[src/rtl/rx_frontend_mux_pkg.sv]
`default_nettype none
// rx_frontend_mux_pkg: settings-bus register map, CTRL bit positions,
// the per-DDC routing record and the 16-bit saturation helper.
package rx_frontend_mux_pkg;

   localparam int C_CTRL_OFS         = 0;
   localparam int C_MUX_BASE         = 1;
   localparam int C_CTRL_NUMCHAN_LSB = 16;
   localparam int C_CTRL_CLEAR_BIT   = 30;
   localparam int C_CTRL_COMMIT_BIT  = 31;
   localparam int C_MUX_QSEL_LSB     = 8;
   localparam int C_MUX_QZERO_BIT    = 16;
   localparam int C_MUX_QNEG_BIT     = 17;

   typedef struct packed {
      logic       q_neg;
      logic       q_zero;
      logic [3:0] q_sel;
      logic [3:0] i_sel;
   } mux_cfg_t;

   // DCO registers follow the MUX block, so their base depends on NUM_DDC.
   function automatic int dco_base(input int num_ddc);
      return C_MUX_BASE + num_ddc;
   endfunction

   function automatic logic [15:0] sat16(input logic [16:0] v);
      if (v[16] != v[15]) begin
         return v[16] ? 16'h8000 : 16'h7FFF;
      end
      return v[15:0];
   endfunction

endpackage
`default_nettype wire

[src/rtl/rx_dc_corr.sv]
`default_nettype none
// rx_dc_corr: one ADC channel - left-justify to 16 bits, subtract the DC
// estimate held in a 32-bit integrator, register the saturated result.
module rx_dc_corr
   import rx_frontend_mux_pkg::*;
#(
   parameter int ADC_WIDTH = 12
) (
   input  logic                 clock,
   input  logic                 reset,
   input  logic [ADC_WIDTH-1:0] sample_i,
   input  logic                 integ_en_i,
   input  logic                 load_i,
   input  logic [15:0]          load_val_i,
   output logic [15:0]          corr_o
);

   logic [15:0] scaled;
   logic [15:0] corr_d, corr_q;
   logic [31:0] acc_d, acc_q;

   assign scaled = {sample_i, {(16-ADC_WIDTH){1'b0}}};

   // A load overrides integration; the integrator wraps rather than saturates.
   always_comb begin
      corr_d = sat16({scaled[15], scaled} - {acc_q[31], acc_q[31:16]});
      acc_d  = acc_q;
      if (load_i) begin
         acc_d = {load_val_i, 16'h0000};
      end else if (integ_en_i) begin
         acc_d = acc_q + {{16{corr_d[15]}}, corr_d};
      end
   end

   always_ff @(posedge clock or posedge reset) begin
      if (reset) begin
         acc_q  <= '0;
         corr_q <= '0;
      end else begin
         acc_q  <= acc_d;
         corr_q <= corr_d;
      end
   end

   assign corr_o = corr_q;

endmodule
`default_nettype wire

[src/rtl/rx_frontend_mux.sv]
`default_nettype none
// rx_frontend_mux: registers NUM_ADC ADC inputs, DC-corrects each channel,
// counts over-range codes and routes any channel to the I/Q of NUM_DDC DDCs.
module rx_frontend_mux
   import rx_frontend_mux_pkg::*;
#(
   parameter int         NUM_ADC   = 4,
   parameter int         ADC_WIDTH = 12,
   parameter int         NUM_DDC   = 4,
   parameter logic [6:0] BASE_ADDR = 7'd40
) (
   input  logic                         clock,
   input  logic                         reset,
   input  logic                         enable,
   input  logic [6:0]                   serial_addr,
   input  logic [31:0]                  serial_data,
   input  logic                         serial_strobe,
   input  logic [NUM_ADC*ADC_WIDTH-1:0] adc_in,
   output logic [NUM_DDC*16-1:0]        ddc_i,
   output logic [NUM_DDC*16-1:0]        ddc_q,
   output logic [NUM_ADC*16-1:0]        over_count,
   output logic [3:0]                   rx_numchan
);

   logic [6:0]                   ofs;
   logic                         wr_ctrl, commit, clear;
   logic [NUM_DDC-1:0]           mux_wr;
   logic [NUM_ADC-1:0]           dco_wr;
   logic [NUM_ADC*ADC_WIDTH-1:0] adc_q;
   logic [NUM_ADC-1:0]           dc_en_q;
   logic [3:1]                   numchan_sh_q, numchan_q;
   mux_cfg_t                     mux_sh_q  [NUM_DDC];
   mux_cfg_t                     mux_act_q [NUM_DDC];
   logic [15:0]                  corr      [16];
   logic                         unused_data;

   assign ofs         = serial_addr - BASE_ADDR;
   assign wr_ctrl     = serial_strobe && (ofs == 7'(C_CTRL_OFS));
   assign commit      = wr_ctrl && serial_data[C_CTRL_COMMIT_BIT];
   assign clear       = wr_ctrl && serial_data[C_CTRL_CLEAR_BIT];
   assign rx_numchan  = {numchan_q, 1'b0};
   assign unused_data = ^serial_data[29:20];

   always_ff @(posedge clock or posedge reset) begin
      if (reset) begin
         adc_q <= '0;
      end else begin
         adc_q <= adc_in;
      end
   end

   // Commit copies the shadow state as it stood before this CTRL write.
   always_ff @(posedge clock or posedge reset) begin
      if (reset) begin
         dc_en_q      <= '0;
         numchan_sh_q <= '0;
         numchan_q    <= '0;
         for (int d = 0; d < NUM_DDC; d++) begin
            mux_sh_q[d]  <= '0;
            mux_act_q[d] <= '0;
         end
      end else begin
         if (wr_ctrl) begin
            dc_en_q      <= serial_data[NUM_ADC-1:0];
            numchan_sh_q <= serial_data[C_CTRL_NUMCHAN_LSB+1 +: 3];
         end
         if (commit) begin
            numchan_q <= numchan_sh_q;
         end
         for (int d = 0; d < NUM_DDC; d++) begin
            if (commit) begin
               mux_act_q[d] <= mux_sh_q[d];
            end
            if (mux_wr[d]) begin
               mux_sh_q[d].i_sel  <= serial_data[3:0];
               mux_sh_q[d].q_sel  <= serial_data[C_MUX_QSEL_LSB +: 4];
               mux_sh_q[d].q_zero <= serial_data[C_MUX_QZERO_BIT];
               mux_sh_q[d].q_neg  <= serial_data[C_MUX_QNEG_BIT];
            end
         end
      end
   end

   for (genvar k = 0; k < NUM_ADC; k++) begin : g_chan
      logic [ADC_WIDTH-1:0] sample;
      logic                 is_ovr;
      logic [15:0]          cnt_q;

      assign sample    = adc_q[k*ADC_WIDTH +: ADC_WIDTH];
      assign is_ovr    = (sample == {1'b0, {(ADC_WIDTH-1){1'b1}}}) ||
                         (sample == {1'b1, {(ADC_WIDTH-1){1'b0}}});
      assign dco_wr[k] = serial_strobe && (ofs == 7'(dco_base(NUM_DDC) + k));

      rx_dc_corr #(
         .ADC_WIDTH (ADC_WIDTH)
      ) u_dc_corr (
         .clock      (clock),
         .reset      (reset),
         .sample_i   (sample),
         .integ_en_i (enable && dc_en_q[k]),
         .load_i     (dco_wr[k]),
         .load_val_i (serial_data[15:0]),
         .corr_o     (corr[k])
      );

      always_ff @(posedge clock or posedge reset) begin
         if (reset) begin
            cnt_q <= '0;
         end else if (clear) begin
            cnt_q <= '0;
         end else if (enable && is_ovr && (cnt_q != 16'hFFFF)) begin
            cnt_q <= cnt_q + 16'd1;
         end
      end

      assign over_count[k*16 +: 16] = cnt_q;
   end

   // Selects beyond the last ADC land on these zero entries.
   for (genvar k = NUM_ADC; k < 16; k++) begin : g_pad
      assign corr[k] = '0;
   end

   for (genvar d = 0; d < NUM_DDC; d++) begin : g_ddc
      logic [15:0] i_d, q_d, q_src, i_q, q_q;

      assign mux_wr[d] = serial_strobe && (ofs == 7'(C_MUX_BASE + d));

      always_comb begin
         i_d   = corr[mux_act_q[d].i_sel];
         q_src = corr[mux_act_q[d].q_sel];
         q_d   = q_src;
         if (mux_act_q[d].q_zero) begin
            q_d = '0;
         end else if (mux_act_q[d].q_neg) begin
            q_d = (q_src == 16'h8000) ? 16'h7FFF : 16'h0000 - q_src;
         end
      end

      always_ff @(posedge clock or posedge reset) begin
         if (reset) begin
            i_q <= '0;
            q_q <= '0;
         end else begin
            i_q <= i_d;
            q_q <= q_d;
         end
      end

      assign ddc_i[d*16 +: 16] = i_q;
      assign ddc_q[d*16 +: 16] = q_q;
   end

endmodule
`default_nettype wire
[config.mk]
export PLATFORM = sky130hd
export DESIGN_NAME = rx_frontend_mux
export DESIGN_NICKNAME = d
export VERILOG_FILES = /design/src/rtl/rx_frontend_mux_pkg.sv /design/src/rtl/rx_dc_corr.sv /design/src/rtl/rx_frontend_mux.sv
export SDC_FILE = /design/constraint.sdc
export NUM_CORES = 2
export LEC_CHECK = 0
export ABC_CLOCK_PERIOD_IN_PS = 18100
export CAP_MARGIN = 20
export CORE_MARGIN = 2
export CORE_UTILIZATION = 30
export CTS_CLUSTER_DIAMETER = 80
export CTS_CLUSTER_SIZE = 12
export DETAILED_ROUTE_END_ITERATION = 6
export GPL_ROUTABILITY_DRIVEN = 0
export GPL_TIMING_DRIVEN = 0
export PLACE_DENSITY = 0.49
export SLEW_MARGIN = 10
export SYNTH_ARGS = -nofsm -noshare
export SYNTH_HDL_FRONTEND = slang
export SYNTH_SLANG_ARGS = --single-unit
[constraint.sdc]
create_clock -name clock -period 18.1 [get_ports clock]
set_input_delay 1.81 -clock clock [delete_from_list [all_inputs] [get_ports clock]]
set_output_delay 1.81 -clock clock [all_outputs]
set_load 0.02 [all_outputs]
Fig. 1: register map, names as in the netlist
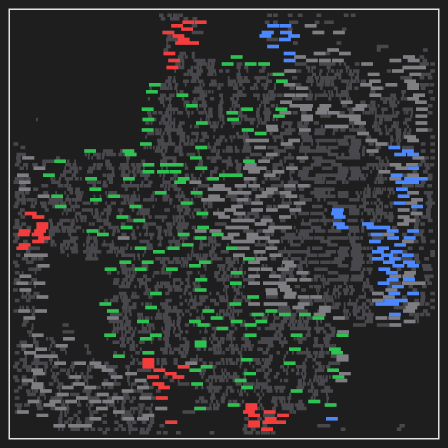
green -> g_chan.u_dc_corr.acc_q  # placed flops 128
red -> adc_q  # placed flops 48
blue -> g_ddc.i_q  # placed flops 64
not coloured = 282

Fig. 2: nets reached from selected ports
The bar under the picture is 100 um long.
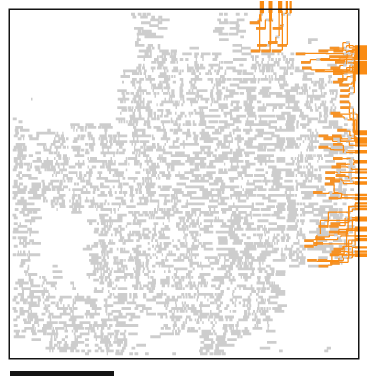
orange -> ddc_q  # bits 64, direction output, edge 55 east, 9 north, end cells 64, buffers 64, wire 1770 um

Fig. 3: routing congestion
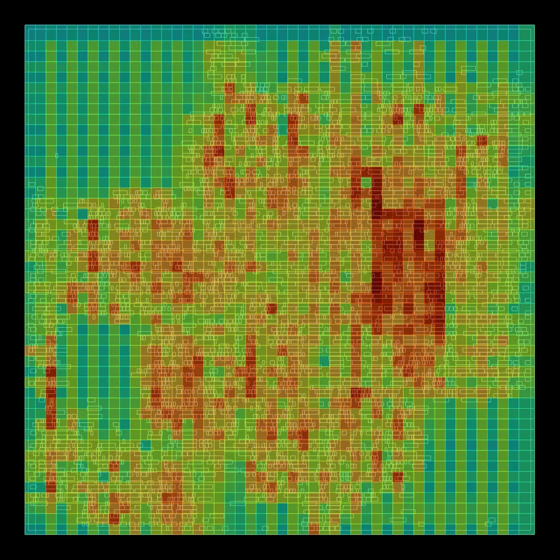
post-detailed-route wirelength per cell: 21.4 um
global routing met1 resource utilization: 0.271
most used routing layer: met2
met2 layer usage reported by global route: 0.308

==> out/results.env <==
RUN_STATUS='complete, no violations'
PERIOD_MINUS_SLACK_NS=7.22
DIEWIDTH_UM=335
FP.COREAREA_SQ_UM=109000
FLOORPLAN.DIE_AREA_SQ_UM=112000
WORST_SETUP_PATH_STARTPOINT='g_chan[0].u_dc_corr.acc_q[20]'
TIMING.CRITICAL_PATH.SLOWEST_STAGE_CELL='sky130_fd_sc_hd__nor4b_1'
TRITONCTS_CLOCK_TREE='built'
SETUP_SLACK_NS=10.88
MAX-CAP-VIOLATIONS=0
CTSROOTBUFFERMASTER='sky130_fd_sc_hd__clkbuf_16'
CLOCK_TREE.BUFFER_DEPTH=3
HOLD_PATH_END='mux_act_q[3]'
AREA.SEQUENTIAL_SQ_UM=13100
SYNTH_NETS=3612
POSTSYNTHSEQSHARE=0.398
SETUP-VIOLATIONS-FINAL=0
FINAL.SETUP_SKEW_NS=0.0494
CRIT_PATH_END='g_chan[0].u_dc_corr.acc_q[28]'
CTS.REPAIR_TIMING.SETUP_BUFFER_COUNT=0
FINAL.HOLD.WORST_SLACK_NS=0.477
NETLIST_AREA_SQ_UM=32800
MAXSLEWHEADROOM=0.207
GRT_PASS1_WL_UM=166000
NUMCTSBUFFERS=55
TOTALNEGATIVESETUPSLACK_NS=0
POWER.SEQUENTIAL.FRACTION=0.236
IR_DROP_mV=0.0951
CRITICAL_PATH.MAX_FANOUT=10
DETAIL_ROUTE.ITER0.VIOLATIONS=1968
POST_SYNTH_INST_COUNT=3304
SWITCHING_POWER_mW=4.03
MOSTFREQUENTLAYOUTCELLS='sky130_fd_sc_hd__dfrtp_1, sky130_fd_sc_hd__nand2_1, sky130_fd_sc_hd__a21oi_1, sky130_fd_sc_hd__clkdlybuf4s50_1, sky130_fd_sc_hd__nor2_1'
WORSTPATHBUFFERINVERTERCOUNT=2
NUM-NETS-FINAL=3953
LOGIC_AREA_SQ_UM=18700
CORE_UTIL_FLOORPLAN=0.302
SYNTHTOLAYOUTAREAGROWTH_PCT=19.6
PLACE_HPWL_UM=83900
GRT_PASS1_VIAS=26100
LEAKAGEPOWER_nW=16.7
DIE_HEIGHT_UM=335
R2R_END='g_chan[0].u_dc_corr.acc_q[28]'
DESIGN_POWER_TOTAL_mW=8.47
ASYNCSETRESETFLOPFRACSYNTH=1.00
WORSTSETUPSTARTPOINTTYPE='register'
WORSTMARGINPINSLEW_NS=1.19
MAXSLEWVIOLCOUNT=0
FIRSTDRTPASSITERS=6
DRIVE_GT1_FRAC=0.0979
PLACEMENT.IO_BUFFERS=273
CTS.HTREE.LEVELS=2
YOSYS_MOST_USED_DFF='sky130_fd_sc_hd__dfrtp_1'
WORST_SKEW_PAIR.LATE_LATENCY_NS=0.68
MAXIMUM_NUMBER_OF_PINS_ON_ONE_NET_BEFORE_GLOBAL_ROUTE_REPAIR=111
POWER_REPORT.INTERNAL_TOTAL_mW=4.44
CRITPATHREQUIREDTIME_NS=18.68
REG2REG_SLACK_NS=10.88
YOSYSUNIQUECELLTYPES=85
WORSTHOLDPATHCELLS=1
CRITICAL_PATH.TOP_DELAY_FAMILY='AND-OR/OR-AND gates'
NUMBER_OF_ANTENNA_VIOLATIONS_AT_THE_FIRST_CHECK_IN_GLOBAL_ROUTING=5
SETUP.WORST_PATH.END_CLASS='register'
POST_CTS_RESIZE_COUNT=0
GLOBALROUTEOVERFLOWTOTAL=0
TIMING.RR.START='g_chan[0].u_dc_corr.acc_q[20]'
FINALNONFILLERCELLS=5082
NUMBER_OF_CELLS_ON_THE_CRITICAL_PATH=27
Fig. 4: M2 wires
Cells faint in the background.
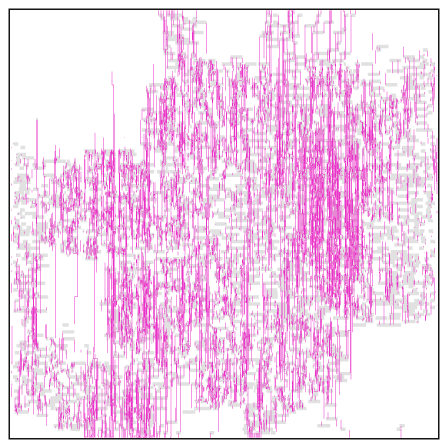
share of all routed wire = 45%
longest straight run = 151 um
main direction = vertical
wire length on this layer = 49.1 mm

Fig. 5: metal 1
Supply wires on this layer in grey. Cells faint in the background.
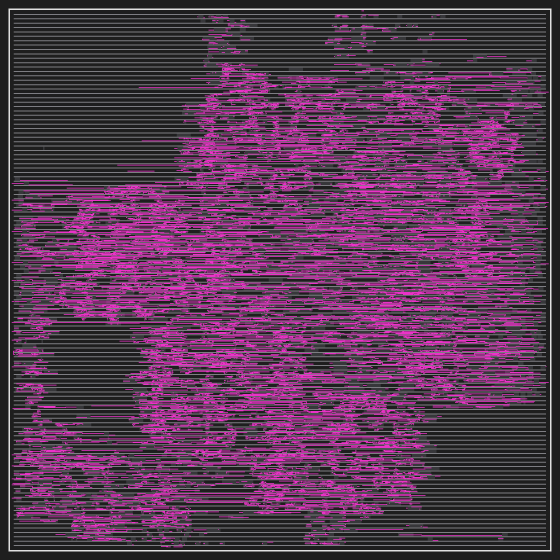
nets with wire on the layer = 3671
main direction = horizontal

[power groups by stage]
stage          clock, mW  combinational (mW)  sequential, mW
2_1_floorplan          0                3.73            1.96
3_3_place_gp           0                5.28            2.00
3_5_place_dp           0                5.28            2.01
4_1_cts             1.18                5.32            1.98
5_1_grt             1.22                5.93            2.02
6_report            1.14                5.34            2.00
[synthesized netlist by cell type, types with 11 or more instances]
cell	n	area, sq um
sky130_fd_sc_hd__dfrtp_1	522	13100
sky130_fd_sc_hd__nand2_1	371	1390
sky130_fd_sc_hd__a21oi_1	327	1640
sky130_fd_sc_hd__nor2_1	230	863
sky130_fd_sc_hd__ha_1	213	2670
sky130_fd_sc_hd__o21ai_0	162	811
sky130_fd_sc_hd__inv_1	128	480
sky130_fd_sc_hd__mux4_2	128	2880
sky130_fd_sc_hd__xnor2_1	121	1060
sky130_fd_sc_hd__xor2_1	121	1060
sky130_fd_sc_hd__clkbuf_1	107	402
sky130_fd_sc_hd__mux2_2	77	867
sky130_fd_sc_hd__nor2b_1	75	469
sky130_fd_sc_hd__a21o_1	57	428
sky130_fd_sc_hd__nand3_1	56	280
sky130_fd_sc_hd__nor3_1	54	270
sky130_fd_sc_hd__o21ai_1	40	200
sky130_fd_sc_hd__and3_1	35	219
sky130_fd_sc_hd__nand4_1	34	213
sky130_fd_sc_hd__a31oi_1	33	206
sky130_fd_sc_hd__or3_1	29	181
sky130_fd_sc_hd__a211oi_1	27	203
sky130_fd_sc_hd__o21bai_1	24	180
sky130_fd_sc_hd__and2_1	22	138
sky130_fd_sc_hd__o211ai_1	19	143
sky130_fd_sc_hd__o31ai_1	18	135
sky130_fd_sc_hd__buf_1	16	60.1
sky130_fd_sc_hd__nand2b_1	16	100
sky130_fd_sc_hd__nor4_1	16	100
sky130_fd_sc_hd__mux2i_1	15	150
sky130_fd_sc_hd__o21a_1	15	113
sky130_fd_sc_hd__or2_2	13	81.3
sky130_fd_sc_hd__a21oi_2	11	96.3
[layout make-up]
class,count,share of cell area
buffer,136,0.0143
timing repair buffer,284,0.0747
tap,1414,0.0451
multi-input combinational,2518,0.477
clock buffer,63,0.0366
sequential,522,0.333
inverter,128,0.0124
antenna,1,0.0000638
clock inverter,16,0.00693
[per-layer routing]
layer	vias to the layer above	GRT usage	wire length [um]	share of wire
met5	-	0	12	0.00011
met4	2	0.0506	2730	0.025
met3	166	0.0341	6620	0.061
met2	796	0.308	49100	0.45
met1	12900	0.271	50500	0.46
li1	12600	-	-	-
[kinds of logic after synthesis]
logic type,Yosys count,share of synthesized area
AND/OR/NAND/NOR,1013,0.147
AND-OR/OR-AND,815,0.152
flip-flops,522,0.398
buffers and inverters,264,0.0318
XOR/XNOR,242,0.0647
multiplexers,230,0.122
adder cells (fa/ha/maj),217,0.0837
other,1,0.000114
[state kept, by name, summed over array words and instances (netlist names)]
register,flops
mux_act_q,40
adc_q,48
dc_en_q,4
g_ddc.q_q,64
g_chan.u_dc_corr.acc_q,128
numchan_q,3
g_chan.u_dc_corr.corr_o,64
g_ddc.i_q,64
numchan_sh_q,3
mux_sh_q,40
g_chan.cnt_q,64
